**src/rtl/spi_pkg.sv**
```systemverilog
// Shared types and defaults for the SPI responder block.
package spi_pkg;

    localparam int SPI_MAXLEN_DEF = 16;

    typedef enum logic [1:0] {
        ARM_WAIT = 2'd0,
        IDLE     = 2'd1,
        ACTIVE   = 2'd2
    } spi_rsp_state_t;

endpackage

```
**src/rtl/spi_sync_edge.sv**
```systemverilog
// Multi-flop synchronizer for one asynchronous pin, with rise/fall pulses
// derived from the synchronized level.
module spi_sync_edge #(
    parameter int   STAGES  = 2,
    parameter logic RST_VAL = 1'b0
) (
    input  logic clk,
    input  logic reset,
    input  logic din,
    output logic level,
    output logic rise,
    output logic fall
);

    logic [STAGES-1:0] sync_q;
    logic              dly_q;

    always_ff @(posedge clk or posedge reset) begin
        if (reset) begin
            sync_q <= {STAGES{RST_VAL}};
            dly_q  <= RST_VAL;
        end else begin
            sync_q <= {sync_q[STAGES-2:0], din};
            dly_q  <= sync_q[STAGES-1];
        end
    end

    assign level = sync_q[STAGES-1];
    assign rise  = level & ~dly_q;
    assign fall  = ~level & dly_q;

endmodule

```
**src/rtl/spi_slave_rsp.sv**
```systemverilog
// SPI mode-0 responder: oversampled pins, MSB-first shift in/out, tx shadow
// register and a one-cycle rx pulse per completed frame.
module spi_slave_rsp
    import spi_pkg::*;
#(
    parameter int SPI_MAXLEN  = SPI_MAXLEN_DEF,
    parameter int SYNC_STAGES = 2
) (
    input  logic                          clk,
    input  logic                          reset,
    input  logic                          SCLK,
    input  logic                          SS_N,
    input  logic                          MOSI,
    output logic                          MISO,
    output logic                          MISO_OE,
    input  logic [SPI_MAXLEN-1:0]         tx_data,
    input  logic                          tx_valid,
    output logic                          tx_ready,
    output logic [SPI_MAXLEN-1:0]         rx_data,
    output logic [$clog2(SPI_MAXLEN):0]   rx_nbits,
    output logic                          rx_valid,
    output logic                          rx_overflow,
    output logic                          tx_underrun
);

    localparam int CW = $clog2(SPI_MAXLEN) + 1;
    localparam int AW = $clog2(SYNC_STAGES + 2);
    localparam logic [CW-1:0] CNT_MAX  = CW'(SPI_MAXLEN);
    localparam logic [AW-1:0] ARM_LAST = AW'(SYNC_STAGES + 1);

    logic sclk_level_unused, sclk_rise, sclk_fall;
    logic ss_level, ss_rise, ss_fall;
    logic mosi_level, mosi_rise, mosi_fall;
    logic mosi_edges_unused;

    spi_sync_edge #(.STAGES(SYNC_STAGES), .RST_VAL(1'b0)) u_sync_sclk (
        .clk(clk), .reset(reset), .din(SCLK),
        .level(sclk_level_unused), .rise(sclk_rise), .fall(sclk_fall)
    );

    spi_sync_edge #(.STAGES(SYNC_STAGES), .RST_VAL(1'b1)) u_sync_ss (
        .clk(clk), .reset(reset), .din(SS_N),
        .level(ss_level), .rise(ss_rise), .fall(ss_fall)
    );

    spi_sync_edge #(.STAGES(SYNC_STAGES), .RST_VAL(1'b0)) u_sync_mosi (
        .clk(clk), .reset(reset), .din(MOSI),
        .level(mosi_level), .rise(mosi_rise), .fall(mosi_fall)
    );

    assign mosi_edges_unused = mosi_rise ^ mosi_fall;

    spi_rsp_state_t state, state_n;

    logic [AW-1:0]         arm_cnt;
    logic                  arm_done;
    logic [SPI_MAXLEN-1:0] shadow, tx_shift, rx_shift, rx_shift_n;
    logic                  shadow_full;
    logic [CW-1:0]         bit_cnt, cnt_n;
    logic                  ovf_pend, ovf_n, und_pend;
    logic                  miso_q;
    logic                  tx_wr, frame_start;

    // The synchronizer flops come out of reset at idle levels, so the
    // chain must be refilled from the pins before SS_N can be trusted.
    assign arm_done = (arm_cnt == ARM_LAST);

    always_ff @(posedge clk or posedge reset) begin
        if (reset) begin
            state   <= ARM_WAIT;
            arm_cnt <= '0;
        end else begin
            state <= state_n;
            if (state == ARM_WAIT && !arm_done)
                arm_cnt <= arm_cnt + AW'(1);
        end
    end

    always_comb begin
        state_n = state;
        case (state)
            ARM_WAIT: if (arm_done && ss_level) state_n = IDLE;
            IDLE:     if (ss_fall)              state_n = ACTIVE;
            ACTIVE:   if (ss_rise)              state_n = IDLE;
            default:                            state_n = ARM_WAIT;
        endcase
    end

    // Next rx state for this cycle; the frame-end path reuses it so a
    // final SCLK rise coincident with SS_N rise is still counted.
    always_comb begin
        rx_shift_n = rx_shift;
        cnt_n      = bit_cnt;
        ovf_n      = ovf_pend;
        if (state == ACTIVE && sclk_rise) begin
            rx_shift_n = {rx_shift[SPI_MAXLEN-2:0], mosi_level};
            if (bit_cnt == CNT_MAX) ovf_n = 1'b1;
            else                    cnt_n = bit_cnt + CW'(1);
        end
    end

    assign tx_wr       = tx_valid && !shadow_full;
    assign frame_start = (state == IDLE) && ss_fall;

    always_ff @(posedge clk or posedge reset) begin
        if (reset) begin
            shadow      <= '0;
            shadow_full <= 1'b0;
            tx_shift    <= '0;
            rx_shift    <= '0;
            bit_cnt     <= '0;
            ovf_pend    <= 1'b0;
            und_pend    <= 1'b0;
            miso_q      <= 1'b0;
            rx_valid    <= 1'b0;
            rx_data     <= '0;
            rx_nbits    <= '0;
            rx_overflow <= 1'b0;
            tx_underrun <= 1'b0;
        end else begin
            rx_valid <= 1'b0;

            // A write landing with SS_N fall misses this frame's load.
            if (tx_wr) begin
                shadow      <= tx_data;
                shadow_full <= 1'b1;
            end else if (frame_start && shadow_full) begin
                shadow_full <= 1'b0;
            end

            if (frame_start) begin
                tx_shift <= shadow_full ? shadow : '0;
                und_pend <= !shadow_full;
                miso_q   <= shadow_full & shadow[SPI_MAXLEN-1];
                bit_cnt  <= '0;
                rx_shift <= '0;
                ovf_pend <= 1'b0;
            end else if (state == ACTIVE) begin
                rx_shift <= rx_shift_n;
                bit_cnt  <= cnt_n;
                ovf_pend <= ovf_n;
                if (sclk_fall) begin
                    tx_shift <= tx_shift << 1;
                    miso_q   <= tx_shift[SPI_MAXLEN-2];
                end
                if (ss_rise) begin
                    miso_q   <= 1'b0;
                    ovf_pend <= 1'b0;
                    und_pend <= 1'b0;
                    if (cnt_n != '0) begin
                        rx_valid    <= 1'b1;
                        rx_data     <= rx_shift_n;
                        rx_nbits    <= cnt_n;
                        rx_overflow <= ovf_n;
                        tx_underrun <= und_pend;
                    end
                end
            end
        end
    end

    assign MISO     = miso_q;
    assign MISO_OE  = (state == ACTIVE);
    assign tx_ready = !shadow_full;

endmodule

```
**config.mk**
```make
export PLATFORM = sky130hd
export DESIGN_NAME = spi_slave_rsp
export DESIGN_NICKNAME = d
export VERILOG_FILES = /design/src/rtl/spi_pkg.sv /design/src/rtl/spi_sync_edge.sv /design/src/rtl/spi_slave_rsp.sv
export SDC_FILE = /design/constraint.sdc
export NUM_CORES = 1
export LEC_CHECK = 0
export ABC_AREA = 0
export CELL_PAD_IN_SITES_DETAIL_PLACEMENT = 2
export CELL_PAD_IN_SITES_GLOBAL_PLACEMENT = 2
export CORE_AREA = 2 2 109 111
export DETAILED_ROUTE_END_ITERATION = 16
export DIE_AREA = 0 0 111 113
export GPL_TIMING_DRIVEN = 0
export PLACE_DENSITY_LB_ADDON = 0.1
export SYNTH_ARGS = -nofsm -noshare
export SYNTH_HDL_FRONTEND = slang
export SYNTH_SLANG_ARGS = --single-unit
```
**constraint.sdc**
```tcl
create_clock -name clk -period 3.7 [get_ports clk]
set_input_delay 0.37 -clock clk [delete_from_list [all_inputs] [get_ports clk]]
set_output_delay 0.37 -clock clk [all_outputs]
set_load 0.005 [all_outputs]
```
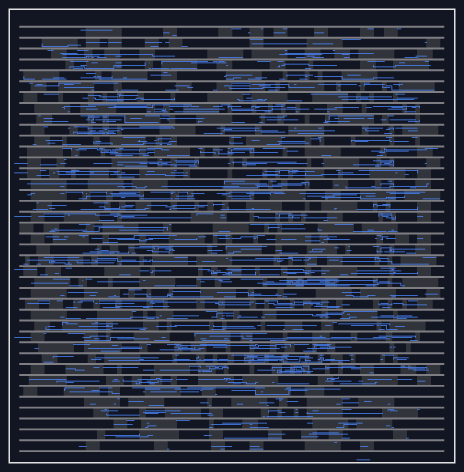
(met1 routing)
Drawn at 4 px/um. Supply wires on this layer in gray.
420 nets have wire on it. The longest straight run is 42.3 um. The layer carries 4510 um of wire.
final wirelength: 10300 um
number of vias in the routed layout: 3022

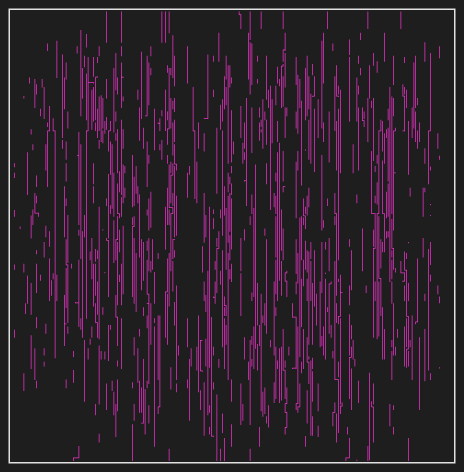
(the metal 2 layer)
Drawn at 4 px/um.
The layer holds 52% of the routed length. The wires run mostly vertical. The layer carries 5350 um of wire.
met2 track demand over resource in global routing: 31.8%

==> job_summary.md <==
### Metrics collected by this job

| Metric | Value |
|---|---|
| Status | `completed` |
| Clock tree cell share of total cell area | `5.69%` |
| Insertion delay at the late pin of the worst-skew pair | `350 ps` |
| Cell area after synthesis | `0.00400 mm2` |
| Cell Pwr Density | `527 mW/mm2` |
| Synth area leader | `dfrtp_1` |
| Ys flop type | `dfrtp_1` |
| Post-Route Setup TNS | `0 ps` |
| Met2 wirelength from detailed routing | `5340 um` |
| Placed cell area | `0.00469 mm2` |
| Actual transition at the worst max-transition pin | `677 ps` |
| Cell with the biggest individual delay on the critical path | `clkdlybuf4s50_1` |
| Worst Hold End | `u_sync_mosi.sync_q[1]` |
| Final period util | `73.7%` |
| Design area | `0.00497 mm2` |
| Global route overflow | `0` |
| Top layer reached by signal wires | `met4` |
| Power Clock | `0.890 mW` |
| Final Power | `2.62 mW` |
| Vias in the first global route | `3366` |
| Worst reg-to-reg setup slack | `1320 ps` |
| Post-synthesis async set-or-reset flop share | `100%` |
| Filler-free cell count of the finished design | `591` |
| Routed len/inst | `17.4 um` |
| Met1 usage in global routing | `21.4%` |
| Count of clock buffers in the final design | `15` |
| Num Clock Sinks | `92` |
| Number of I/O port buffers | `48` |
| Number of nets in the final layout | `468` |
| Clock tree from TritonCTS | `built` |
| Cts hold-fix bufs | `0` |
| Critical path depth | `5` |
| XOR/XNOR share of the synthesized area | `1.09%` |
| Final Setup Violations | `0` |
| Core area | `0.0113 mm2` |
| Filler cell count | `1214` |
| Effective utilization at floorplan | `35.5%` |
| Most common library cell in the layout ignoring fill and taps | `nand2_1` |
| Violation count after the first detailed-route iteration | `96` |
| Cts bufs inserted | `9` |
| Final critical-path setup slack | `973 ps` |
| Clock transition at the register clock pins on the worst setup and hold paths after CTS | `60 ps` |
| CP most frequent cell | `clkbuf_1` |
| Launch point of the worst reg-to-reg path | `bit_cnt[0]` |
| Root Buffer | `clkbuf_16` |
| Main area contributors after synthesis | `dfrtp_1 56%, nand2_1 9.4%, mux2_1 5.3%, mux2_2 5.1%, nand3_1 3.3%` |
| List of most frequent post-synthesis cells | `100 x nand2_1, 89 x dfrtp_1, 26 x nand3_1` |
| Overall die width | `111 um` |
| Worst hold path class | `reg -> reg` |
| Fraction of area in multi-input gates | `31.0%` |
| Data arrival time of the worst path | `2360 ps` |
| Crit path required time | `3330 ps` |
| Seq group | `1.29 mW` |
| H-tree level count | `3` |
| Met1 routed wirelength after detailed routing | `4510 um` |
| EDFF count, synth | `0` |
| Max Fanout on Critical Path | `10` |
| Number of antenna violations at the first check in global routing | `0` |
| Relative contribution of sequential cells to total power | `49.3%` |
| Final Max-Slew Violation Tally | `0` |
| Number of combinational gates with multiple inputs | `255` |
| Wire length of the first global-routing pass | `17500 um` |
| End of the critical path | `MISO_OE` |
| Yosys adder share | `0.938%` |
| Met3 routed WL | `224 um` |
| Non-Clock Inverter Count | `10` |
| Number of cell instances on the worst register-to-register path | `8` |
| Register cell area after layout | `0.00231 mm2` |
| Buffer count from post-CTS setup fixing | `0` |
| I/O pin count | `49` |
| Leakage power summed over all cells | `2.35 nW` |
| Unrepaired setup endpoints after global routing | `false` |
| Area leader share | `55.7%` |
| Seq Cell Count | `92` |
| Commonest non-fill, non-tap cells in the layout | `100 x nand2_1, 89 x dfrtp_1, 48 x clkdlybuf4s50_1` |
| Post-Synthesis Net Count | `408` |
| Total Die Area | `0.0125 mm2` |
| Non-clock buffer count in the final layout | `75` |
Power figures rest on the tool's default switching activity, not on a simulated workload.
